**Run 1: signal wires on met1**

Scale bar: 20 µm.
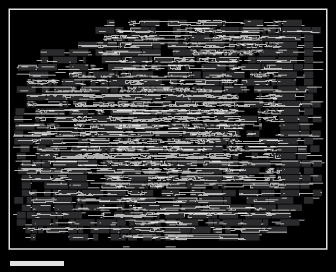
**Run 1: signal wires on met2**

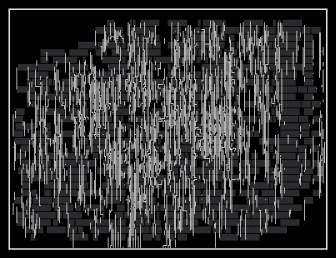
**Run 1: met3 routing**

Scale bar: 20 µm.
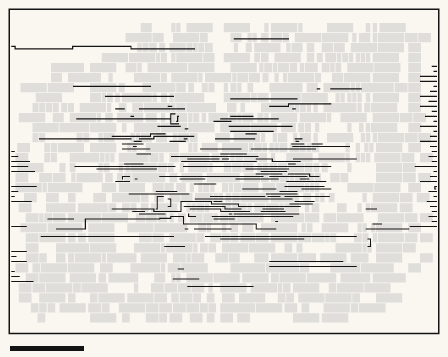
$ cat config.mk
export PLATFORM = sky130hd
export DESIGN_NAME = debounce_scheduler_flat
export DESIGN_NICKNAME = d
export VERILOG_FILES = /design/src/rtl/debounce_scheduler_if.sv /design/src/rtl/debounce_scheduler.sv /design/src/flat_wrapper.sv
export SDC_FILE = /design/constraint.sdc
export NUM_CORES = 1
export LEC_CHECK = 0
export ABC_AREA = 0
export CORE_ASPECT_RATIO = 0.75
export CORE_UTILIZATION = 55
export CTS_BUF_LIST = sky130_fd_sc_hd__clkbuf_4 sky130_fd_sc_hd__clkbuf_8 sky130_fd_sc_hd__clkbuf_16
export CTS_CLUSTER_DIAMETER = 100
export DETAILED_ROUTE_END_ITERATION = 6
export GPL_TIMING_DRIVEN = 0
export PLACE_DENSITY = 0.79
export SETUP_SLACK_MARGIN = 0.15
export SLEW_MARGIN = 0
export SYNTH_ARGS = -nofsm -noshare
export SYNTH_HDL_FRONTEND = slang
export SYNTH_SLANG_ARGS = --single-unit
$ cat constraint.sdc
create_clock -name clk -period 3.06 [get_ports clk]
set_input_delay 0.765 -clock clk [delete_from_list [all_inputs] [get_ports clk]]
set_output_delay 0.765 -clock clk [all_outputs]
set_load 0.005 [all_outputs]
$ cat src/rtl/debounce_scheduler_if.sv
// Switch-side and control-side signals of the debounce scheduler.
// master drives raw switches and enable; slave is the debouncer itself.
interface debounce_scheduler_if #(
  parameter int N_CH = 16
);
  logic [N_CH-1:0] SW;
  logic            enable;
  logic [N_CH-1:0] sw_db;
  logic [N_CH-1:0] rise;
  logic [N_CH-1:0] fall;
  logic            busy;
  logic            scan_done;

  modport master (
    output SW, enable,
    input  sw_db, rise, fall, busy, scan_done
  );

  modport slave (
    input  SW, enable,
    output sw_db, rise, fall, busy, scan_done
  );
endinterface

$ cat src/rtl/debounce_scheduler.sv
// Round-robin switch debouncer: one prescaler and one shared compare/update path
// service every channel in turn, producing stable levels and one-cycle edge pulses.
module debounce_scheduler #(
  parameter int Simulacion     = 0,
  parameter int N_CH           = 16,
  parameter int CLK_HZ         = 16_000_000,
  parameter int DEBOUNCE_MS_HW = 10,
  parameter int STABLE_SAMPLES = 4
) (
  input  logic                clk,
  input  logic                reset,
  debounce_scheduler_if.slave sw_if
);

  localparam int TICK_CYC = (Simulacion != 0) ? N_CH + 2
                          : (CLK_HZ / 1000) * DEBOUNCE_MS_HW / STABLE_SAMPLES;
  localparam int PW = (TICK_CYC > 1) ? $clog2(TICK_CYC) : 1;
  localparam int CW = ($clog2(STABLE_SAMPLES) > 1) ? $clog2(STABLE_SAMPLES) : 1;
  localparam int IW = (N_CH > 1) ? $clog2(N_CH) : 1;

  localparam logic [PW-1:0] PRESC_MAX = PW'(TICK_CYC - 1);
  localparam logic [CW-1:0] CNT_MAX   = CW'(STABLE_SAMPLES - 1);
  localparam logic [IW-1:0] IDX_LAST  = IW'(N_CH - 1);

  // A full scan plus DONE must fit between ticks, so a tick never lands outside IDLE.
  generate
    if (TICK_CYC < N_CH + 2) begin : g_bad_tick
      $error("debounce_scheduler: TICK_CYC too small for N_CH");
    end
    if (N_CH < 1 || N_CH > 16) begin : g_bad_nch
      $error("debounce_scheduler: N_CH out of range 1..16");
    end
    if (STABLE_SAMPLES < 2) begin : g_bad_ss
      $error("debounce_scheduler: STABLE_SAMPLES must be at least 2");
    end
  endgenerate

  typedef enum logic [1:0] {
    IDLE = 2'd0,
    SCAN = 2'd1,
    DONE = 2'd2
  } state_t;

  state_t          state_q, state_d;
  logic [IW-1:0]   idx_q, idx_d;
  logic [PW-1:0]   presc_q, presc_d;
  logic [N_CH-1:0] sync1_q, sync1_d;
  logic [N_CH-1:0] sync2_q, sync2_d;
  logic [CW-1:0]   cnt_q [N_CH];
  logic [CW-1:0]   cnt_d [N_CH];
  logic [N_CH-1:0] sw_db_q, sw_db_d;
  logic [N_CH-1:0] rise_q, rise_d;
  logic [N_CH-1:0] fall_q, fall_d;
  logic            busy_q, busy_d;
  logic            done_q, done_d;
  logic            tick;

  always_comb begin
    sync1_d = sw_if.SW;
    sync2_d = sync1_q;

    tick = sw_if.enable && (presc_q == PRESC_MAX);
    if (!sw_if.enable || presc_q == PRESC_MAX) begin
      presc_d = '0;
    end else begin
      presc_d = presc_q + PW'(1);
    end

    state_d = state_q;
    idx_d   = idx_q;
    cnt_d   = cnt_q;
    sw_db_d = sw_db_q;
    rise_d  = '0;
    fall_d  = '0;

    unique case (state_q)
      IDLE: begin
        if (tick) begin
          state_d = SCAN;
          idx_d   = '0;
        end
      end
      SCAN: begin
        // Shared update path: only channel idx_q is examined this cycle.
        if (sync2_q[idx_q] == sw_db_q[idx_q]) begin
          cnt_d[idx_q] = '0;
        end else if (cnt_q[idx_q] == CNT_MAX) begin
          cnt_d[idx_q]   = '0;
          sw_db_d[idx_q] = sync2_q[idx_q];
          rise_d[idx_q]  = sync2_q[idx_q];
          fall_d[idx_q]  = ~sync2_q[idx_q];
        end else begin
          cnt_d[idx_q] = cnt_q[idx_q] + CW'(1);
        end
        if (idx_q == IDX_LAST) begin
          state_d = DONE;
        end else begin
          idx_d = idx_q + IW'(1);
        end
      end
      DONE: begin
        state_d = IDLE;
      end
      default: begin
        state_d = IDLE;
      end
    endcase

    busy_d = (state_d == SCAN);
    done_d = (state_d == DONE);
  end

  always_ff @(posedge clk) begin
    if (reset) begin
      state_q <= IDLE;
      idx_q   <= '0;
      presc_q <= '0;
      sync1_q <= '0;
      sync2_q <= '0;
      cnt_q   <= '{default: '0};
      sw_db_q <= '0;
      rise_q  <= '0;
      fall_q  <= '0;
      busy_q  <= 1'b0;
      done_q  <= 1'b0;
    end else begin
      state_q <= state_d;
      idx_q   <= idx_d;
      presc_q <= presc_d;
      sync1_q <= sync1_d;
      sync2_q <= sync2_d;
      cnt_q   <= cnt_d;
      sw_db_q <= sw_db_d;
      rise_q  <= rise_d;
      fall_q  <= fall_d;
      busy_q  <= busy_d;
      done_q  <= done_d;
    end
  end

  assign sw_if.sw_db     = sw_db_q;
  assign sw_if.rise      = rise_q;
  assign sw_if.fall      = fall_q;
  assign sw_if.busy      = busy_q;
  assign sw_if.scan_done = done_q;

endmodule
$ cat src/flat_wrapper.sv
// flat-port wrapper written by rule: the top's interface ports become plain ports
module debounce_scheduler_flat 
#(
  parameter int Simulacion     = 0,
  parameter int N_CH           = 16,
  parameter int CLK_HZ         = 16_000_000,
  parameter int DEBOUNCE_MS_HW = 10,
  parameter int STABLE_SAMPLES = 4
)
  (clk, reset, sw_if_SW, sw_if_enable, sw_if_sw_db, sw_if_rise, sw_if_fall, sw_if_busy, sw_if_scan_done);
  debounce_scheduler_if #(.N_CH(N_CH)) sw_if_i ();
  input  logic clk;
  input  logic reset;
  input wire logic [$bits(sw_if_i.SW)-1:0] sw_if_SW;
  input wire logic [$bits(sw_if_i.enable)-1:0] sw_if_enable;
  output wire logic [$bits(sw_if_i.sw_db)-1:0] sw_if_sw_db;
  output wire logic [$bits(sw_if_i.rise)-1:0] sw_if_rise;
  output wire logic [$bits(sw_if_i.fall)-1:0] sw_if_fall;
  output wire logic [$bits(sw_if_i.busy)-1:0] sw_if_busy;
  output wire logic [$bits(sw_if_i.scan_done)-1:0] sw_if_scan_done;
  assign sw_if_i.SW = sw_if_SW;
  assign sw_if_i.enable = sw_if_enable;
  assign sw_if_sw_db = sw_if_i.sw_db;
  assign sw_if_rise = sw_if_i.rise;
  assign sw_if_fall = sw_if_i.fall;
  assign sw_if_busy = sw_if_i.busy;
  assign sw_if_scan_done = sw_if_i.scan_done;
  debounce_scheduler #(.Simulacion(Simulacion), .N_CH(N_CH), .CLK_HZ(CLK_HZ), .DEBOUNCE_MS_HW(DEBOUNCE_MS_HW), .STABLE_SAMPLES(STABLE_SAMPLES)) u_core (.clk(clk), .reset(reset), .sw_if(sw_if_i));
endmodule
==> results.ini, run 1 <==
[cells_and_area]
stdcell_area_mm2=0.00692
final_cells=772
clk_share_pct=8.26
nFillCells=626
buffers=114
finalNetCount=656
largest_register_ffs=32
clkbuf_count=19
comb_share_pct=36.0
logic_gates=356
biggestCellCategory=flip-flops and latches
layout-drive-gt1-share_pct=14.0
seqCellArea_mm2=0.00273
post-route-util_pct=74.7
regMostFlops=u_core.cnt_q
seq_share_pct=39.4

[setup_path]
path_buffers=3
worstPathCellList=buf_6, buf_4, mux4_2, mux4_2, ha_1, nor2b_1, clkbuf_4, and3_4, a32oi_1, nor2_1
cp-end-kind=register
timing.setup.critical_path_class=reg -> reg
cp.arrival_ns=3.14
cpLargestDelayFamily=multiplexers
slowest_delay_ns=0.50

[route]
firstDrtPassIters=5
wl_met1_um=6140
wl_met2_um=6060
met3_length_um=1410
wl_per_cell_um=18.0
maxUsedRoutingLayer=met4

[job]
cap_violations=0

[global_route]
overflow=0
grtUsageMet1_pct=40.2
use_met2_pct=42.9
track_usage_pct=29.1
antenna_found_initial=0
grt_pass1_wl_um=21900
grt_max_degree=17
top_usage_layer=met2
use_met3_pct=8.72

[timing]
hold_viol=0
fin_setup_tns_ns=0
rsz0062_at_grt=yes
holdWs_ns=0.434
fin_crit_ns=2.86
finalCritPeriodShare_pct=93.5
slew_violations=0

[power]
swShare_pct=21.6
p_seq_share_pct=46.9
powerDensity_mw_per_mm2=553
p_sw_mw=0.829
p_int_mw=3.00
p_leak_nw=2.50
p_clk_share_pct=50.5

[clocking]
clk_pin_slew_ns=0.06
post_cts_buffers=2
cts_buffers=17
hold_buffers=0
clockBufferDepth=2

[yosys]
top_logic_kind=simple AND/OR/NAND/NOR gates
netlist.area_leader.share_pct=50.5
synth_top_cell_by_area=dfxtp_1
synthMuxAreaShare_pct=10.9
ys_chip_area_mm2=0.00539
fp_nets=561
seq_area_frac_synth_pct=50.5
yosysWarnings=0
yosys-top-cells-area=dfxtp_1, mux4_2, nor2_1
ys_sh_aoi_pct=6.66
synth.distinct_cells=50
top_cell=dfxtp_1
yosys-stat-cells=536
ys.flops=136
syn-cell-area_mm2=0.00539

[placed_design]
placed_area_mm2=0.00623
dpl.hpwl_um=9530
place_ws_ns=-0.455
dp_cells=732

[floorplan]
tapCellCount=128
rows=30
io_pins=69
fp.dieW_um=116

[outcome]
outcome=finished, final reports clean

Back to the opening pictures, 'signal wires on met1':
main direction: horizontal
nets with wire on the layer: 610

Back to the opening pictures, 'signal wires on met2':
main direction: vertical
nets with wire on the layer: 560
longest straight run: 37.4 µm

Back to the opening pictures, 'met3 routing':
wire length on this layer: 1,410 µm
main direction: horizontal

run 1: power by group through the flow:
stage	Sequential (mW)	Clock, mW	Combinational (mW)
global route	1.80	2.03	0.107
floorplan	1.83	0	0.0553
global placement	1.84	0	0.0951
detailed placement	1.84	0	0.0981
CTS	1.80	1.94	0.0990
finish	1.80	1.93	0.100
run 1: worst paths after layout:
check | slack [ns] | end | cells past startpoint | from
max | 0.20 | u_core.cnt_q[29] | 10 | u_core.idx_q[0]
min | 0.43 | u_core.sync2_q[12] | 1 | u_core.sync1_q[12]
max reg2reg | 0.20 | u_core.cnt_q[29] | 10 | u_core.idx_q[0]
min reg2reg | 0.43 | u_core.sync2_q[12] | 1 | u_core.sync1_q[12]
==> inputs of run 2 (changes only) <==
--- a/config.mk
+++ b/config.mk
@@ -7,12 +7,12 @@
 export LEC_CHECK = 0
 export ABC_AREA = 0
 export CORE_ASPECT_RATIO = 0.75
-export CORE_UTILIZATION = 55
+export CORE_UTILIZATION = 59
 export CTS_BUF_LIST = sky130_fd_sc_hd__clkbuf_4 sky130_fd_sc_hd__clkbuf_8 sky130_fd_sc_hd__clkbuf_16
 export CTS_CLUSTER_DIAMETER = 100
 export DETAILED_ROUTE_END_ITERATION = 6
 export GPL_TIMING_DRIVEN = 0
-export PLACE_DENSITY = 0.79
+export PLACE_DENSITY = 0.84
 export SETUP_SLACK_MARGIN = 0.15
 export SLEW_MARGIN = 0
 export SYNTH_ARGS = -nofsm -noshare
==> constraint.sdc (replaced) <==
create_clock -name clk -period 3.6 [get_ports clk]
set_input_delay 0.9 -clock clk [delete_from_list [all_inputs] [get_ports clk]]
set_output_delay 0.9 -clock clk [all_outputs]
set_load 0.005 [all_outputs]
==> results.ini, run 2 <==
[outcome]
outcome=finished, final reports clean

[clocking]
cts-root-buf=clkbuf_16
htreeDepth=4
cts_buffers=17  ; unchanged
clock_latency_ns=0.42
hold_buffers=0  ; unchanged
clk_pin_slew_ns=0.06  ; about the same
post_cts_buffers=0  ; -2
cts_tree=done
clockBufferDepth=2  ; unchanged

[yosys]
synth.distinct_cells=50  ; unchanged
synthFlopType=dfxtp_1
top_logic_kind=simple AND/OR/NAND/NOR gates
yosys-top-cells-area=dfxtp_1, mux4_2, nor2_1
synth.avg_cell_area_um2=10.1
synthMuxAreaShare_pct=10.9  ; unchanged
synth_top_cell_by_area=dfxtp_1
yosys-stat-cells=536  ; unchanged
yosysWarnings=0  ; unchanged
fp_nets=561  ; unchanged
netlist.area_leader.share_pct=50.5  ; unchanged
ys_chip_area_mm2=0.00539  ; unchanged
syn-cell-area_mm2=0.00539  ; unchanged
top_cell=dfxtp_1
ys_sh_aoi_pct=6.66  ; unchanged
ys.flops=136  ; unchanged
seq_area_frac_synth_pct=50.5  ; unchanged

[route]
met3_length_um=1420  ; +0.92%
firstDrtPassIters=5  ; unchanged
wl_met1_um=5920  ; -3.6%
wl_met2_um=6020  ; -0.64%
drc=0
vias=4379
wl_per_cell_um=18.3  ; +1.7%
maxUsedRoutingLayer=met4
drt_iter0_markers=537
wirelength_um=13600

[cells_and_area]
buffers=105  ; -7.9%
nFillCells=552  ; -12%
logic_gates=356  ; unchanged
regMostFlops=u_core.cnt_q
layout-drive-gt1-share_pct=11.5  ; -2.5 points
mostFrequentLayoutCells=dfxtp_1, clkdlybuf4s50_1, nor2_1
comb_share_pct=36.2  ; +0.25 points
biggestCellCategory=flip-flops and latches
seq_share_pct=40.0  ; +0.64 points
clkbuf_count=18  ; -1
finalNetCount=647  ; -1.4%
seqCellArea_mm2=0.00272  ; about the same
largest_register_ffs=32  ; unchanged
stdcell_area_mm2=0.00680  ; -1.7%
clk_share_pct=8.83  ; +0.57 points

[setup_path]
cp.arrival_ns=3.64  ; +0.50 ns
cpLargestDelayFamily=multiplexers
path_buffers=2  ; -1
critPathRequiredTime_ns=3.95
cp-end-kind=register
worstPathCellList=buf_2, mux4_2, mux2_2, nand2_1, o21ai_0, ha_1, nor2b_1, clkbuf_1, and3_1, a32oi_1, nor2_1
cp_slowest_cell=mux4_2
slowest_delay_ns=0.57  ; +0.07 ns
timing.setup.critical_path_class=reg -> reg

[global_route]
grt_max_degree=20  ; +3
grt_pass1_wl_um=22000  ; +0.44%
track_usage_pct=30.7  ; +1.6 points
antenna_found_initial=0  ; unchanged
grt_pass1_vias=4370
grtUsageMet1_pct=39.8  ; -0.36 points
use_met2_pct=48.7  ; +5.8 points
top_usage_layer=met2
use_met3_pct=10.0  ; +1.3 points
overflow=0  ; unchanged

[placed_design]
dp_cells=712  ; -2.7%
dpl.hpwl_um=9590  ; +0.65%
placed_area_mm2=0.00621  ; -0.40%
place.gp.congestion=0.904
place_ws_ns=0.187  ; +0.642 ns

[power]
powerDensity_mw_per_mm2=494  ; -11%
vdd_drop_max_mv=0.444
p_leak_nw=2.44  ; -2.2%
total_power_mw=3.36

[timing]
layout_setup_ws_ns=0.317
fin_setup_tns_ns=0  ; unchanged
setup_viol_count_final=0
slew_violations=0  ; unchanged
holdWs_ns=0.436  ; +0.00207 ns
finalCritPeriodShare_pct=91.2  ; -2.3 points
hold_viol=0  ; unchanged
rsz0062_at_grt=no
fin_crit_ns=3.28  ; +0.423 ns

[floorplan]
io_pins=69  ; unchanged
tapCellCount=108  ; -16%
chipArea_mm2=0.00953
fp.dieW_um=112  ; -3.4%
rows=29  ; -3.3%

[job]
cap_violations=0  ; unchanged

[worst_hold_path]
hold_path_class=reg -> reg

run 2: cell counts after synthesis:
Identical to the previous run, type by type.
run 2: final timing paths:
path / slack (ns) / depth (start not counted) / startpoint / endpoint
worst min-delay path: 0.44 / 1 / u_core.sync1_q[0] / u_core.sync2_q[0]
worst min register to register: 0.44 / 1 / u_core.sync1_q[0] / u_core.sync2_q[0]
worst max register to register: 0.32 / 11 / u_core.idx_q[0] / u_core.cnt_q[13]
worst max-delay path: 0.32 / 11 / u_core.idx_q[0] / u_core.cnt_q[13]
run 2: report_power, final:
part	switching [mW]	internal [mW]	leakage (nW)	total [mW]
Combinational	0.0473	0.0377	1.06	0.0850
Sequential	0.00471	1.52	1.10	1.53
Clock	0.692	1.05	0.279	1.75
**Run 2: placement view**

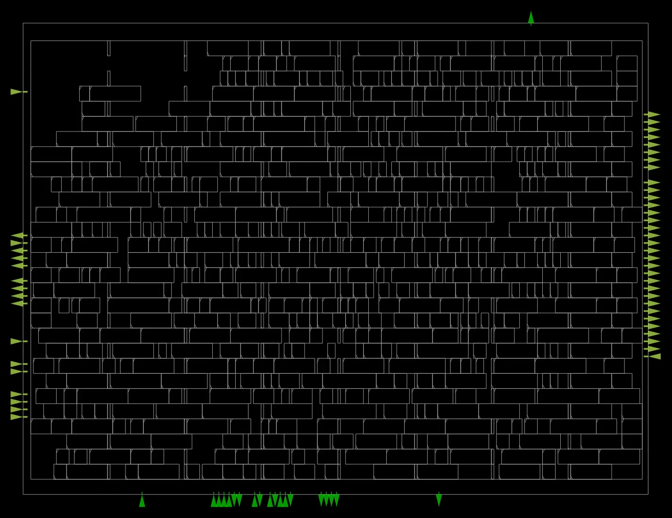
final cell count without fillers: 743
final core utilization: 78.5%
core area: 0.00867 mm²

**Run 2: signal wires on met1**

Scale bar: 20 µm.
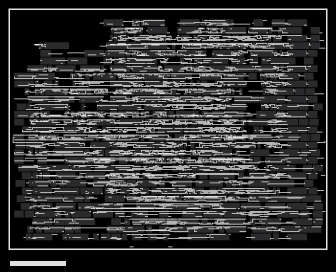
longest straight run: 42.3 µm
nets with wire on the layer: 594
share of all routed wire: 43%
wire length on this layer: 5,920 µm

**Run 2: signal wires on met2**

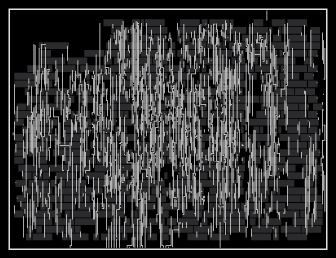
nets with wire on the layer: 544
main direction: vertical
share of all routed wire: 44%

==> inputs of run 3 (changes only) <==
--- a/config.mk
+++ b/config.mk
@@ -7,12 +7,12 @@
 export LEC_CHECK = 0
 export ABC_AREA = 0
 export CORE_ASPECT_RATIO = 0.75
-export CORE_UTILIZATION = 59
+export CORE_UTILIZATION = 40
 export CTS_BUF_LIST = sky130_fd_sc_hd__clkbuf_4 sky130_fd_sc_hd__clkbuf_8 sky130_fd_sc_hd__clkbuf_16
 export CTS_CLUSTER_DIAMETER = 100
 export DETAILED_ROUTE_END_ITERATION = 6
 export GPL_TIMING_DRIVEN = 0
-export PLACE_DENSITY = 0.84
+export PLACE_DENSITY = 0.73
 export SETUP_SLACK_MARGIN = 0.15
 export SLEW_MARGIN = 0
 export SYNTH_ARGS = -nofsm -noshare
==> results.ini, run 3 <==
[yosys]
syn-cell-area_mm2=0.00539  ; unchanged
ys_sh_aoi_pct=6.66  ; unchanged
top_cell=dfxtp_1
synth_top_cell_by_area=dfxtp_1
yosys-top-cells-area=dfxtp_1, mux4_2, nor2_1
yosysWarnings=0  ; unchanged
ys.flops=136  ; unchanged
synth.distinct_cells=50  ; unchanged
synthMuxAreaShare_pct=10.9  ; unchanged
seq_area_frac_synth_pct=50.5  ; unchanged
netlist.area_leader.share_pct=50.5  ; unchanged
synth.avg_cell_area_um2=10.1  ; unchanged

[setup_path]
critPathRequiredTime_ns=3.95  ; about the same
cp-end-kind=register
timing.setup.critical_path_class=reg -> reg
worstPathCellList=buf_2, mux4_2, mux2_2, nand2_1, o21ai_0, ha_1, nor2b_1, clkbuf_1, and3_1, a32oi_1, nor2_1
cpLargestDelayFamily=multiplexers
slowest_delay_ns=0.57  ; about the same
path_buffers=2  ; unchanged

[timing]
hold_viol=0  ; unchanged
finalCritPeriodShare_pct=90.9  ; -0.33 points
setup_viol_count_final=0  ; unchanged
holdWs_ns=0.437  ; +0.000920 ns
rsz0062_at_grt=no
fin_setup_tns_ns=0  ; unchanged
fin_crit_ns=3.27  ; -0.0118 ns

[power]
top_power_group=the clock network
p_seq_share_pct=44.7  ; -0.8 points
p_leak_nw=2.47  ; +0.95%
power_clock_mw=1.81  ; +3%
combPwrFrac_pct=2.4  ; about the same
swShare_pct=22.0  ; -0.12 points
p_int_mw=2.67  ; +2.0%
p_sw_mw=0.753  ; +1.2%
total_power_mw=3.42  ; +1.8%
powerDensity_mw_per_mm2=495  ; +0.33%
vdd_drop_max_mv=0.332  ; -25%

[cells_and_area]
final_cells=806  ; +8.5%
stdcell_area_mm2=0.00690  ; +1.5%
nFillCells=1112  ; +100%
clkbuf_count=17  ; -1
clk_share_pct=8.93  ; +0.11 points
logic_gates=356  ; unchanged
seqCellArea_mm2=0.00272  ; unchanged
regMostFlops=u_core.cnt_q
comb_share_pct=35.8  ; -0.45 points
finalNetCount=647  ; unchanged
post-route-util_pct=52.9  ; -26 points
largest_register_ffs=32  ; unchanged

[clocking]
clockBufferDepth=2  ; unchanged
clk_pin_slew_ns=0.06  ; about the same
cts_buffers=17  ; unchanged
hold_buffers=0  ; unchanged
cts-root-buf=clkbuf_16
post_cts_buffers=0  ; unchanged
htreeDepth=4  ; unchanged
cts_tree=done
clock_latency_ns=0.42  ; about the same

[placed_design]
dp_cells=775  ; +8.8%
dpl.hpwl_um=9810  ; +2.3%
placed_area_mm2=0.00628  ; +1.3%
place.gp.congestion=0.918  ; +1.5%

[floorplan]
rows=36  ; +24%
chipArea_mm2=0.0139  ; +46%

[route]
wl_per_cell_um=17.1  ; -6.9%
drc=0  ; unchanged
drt_iter0_markers=399  ; -26%

[global_route]
antenna_found_initial=0  ; unchanged
grt_pass1_wl_um=22300  ; +1.4%
grt_pass1_vias=4268  ; -2.3%
grt_max_degree=20  ; unchanged

[outcome]
outcome=finished, final reports clean

[worst_hold_path]
hold_path_class=reg -> reg

[job]
cap_violations=0  ; unchanged

## run 3: cell counts after synthesis
No cell type changed its count.
## run 3: layer usage
| metal | GRT usage, % | wire (µm) | up-vias |
|---|---|---|---|
| met1 | 29.1 | 6230 | 2089 |
| met2 | 32.3 | 5920 | 250 |
| met5 | 0 | 0 | - |
| met4 | 7.01 | 221 | 0 |
| li1 | - | - | 2057 |
| met3 | 6.19 | 1400 | 28 |
## run 3: path summary, 6_finish.rpt
check	start	to	slack [ns]	depth (start not counted)
worst max-delay path	u_core.idx_q[0]	u_core.cnt_q[13]	0.33	11
worst max register to register	u_core.idx_q[0]	u_core.cnt_q[13]	0.33	11
worst min register to register	u_core.sync1_q[15]	u_core.sync2_q[15]	0.44	1
worst min-delay path	u_core.sync1_q[15]	u_core.sync2_q[15]	0.44	1
**Run 3: signal wires on met2**

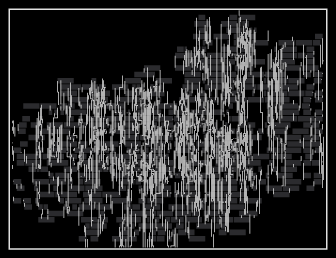
via count: 4,424
met2 Use GR: 32.3%

**Run 3: signal wires on met1**

Scale bar: 50 µm.
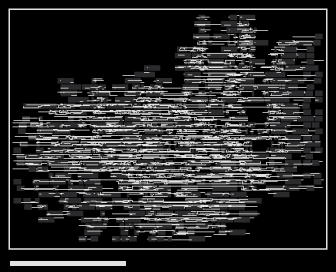
share of all routed wire: 45%
wire length on this layer: 6,230 µm
nets with wire on the layer: 587
main direction: horizontal
longest straight run: 67.2 µm

**Run 3: met3 routing**

Scale bar: 50 µm.
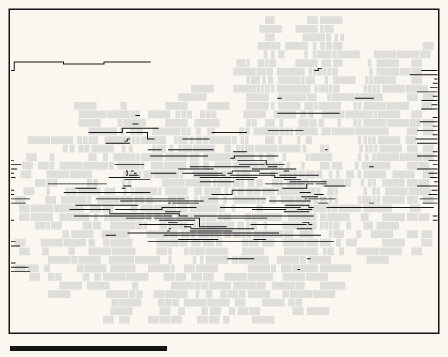
final wirelength: 13,800 µm
met3 GRT Util: 6.19%

Power figures rest on the tool's default switching activity, not on a simulated workload.
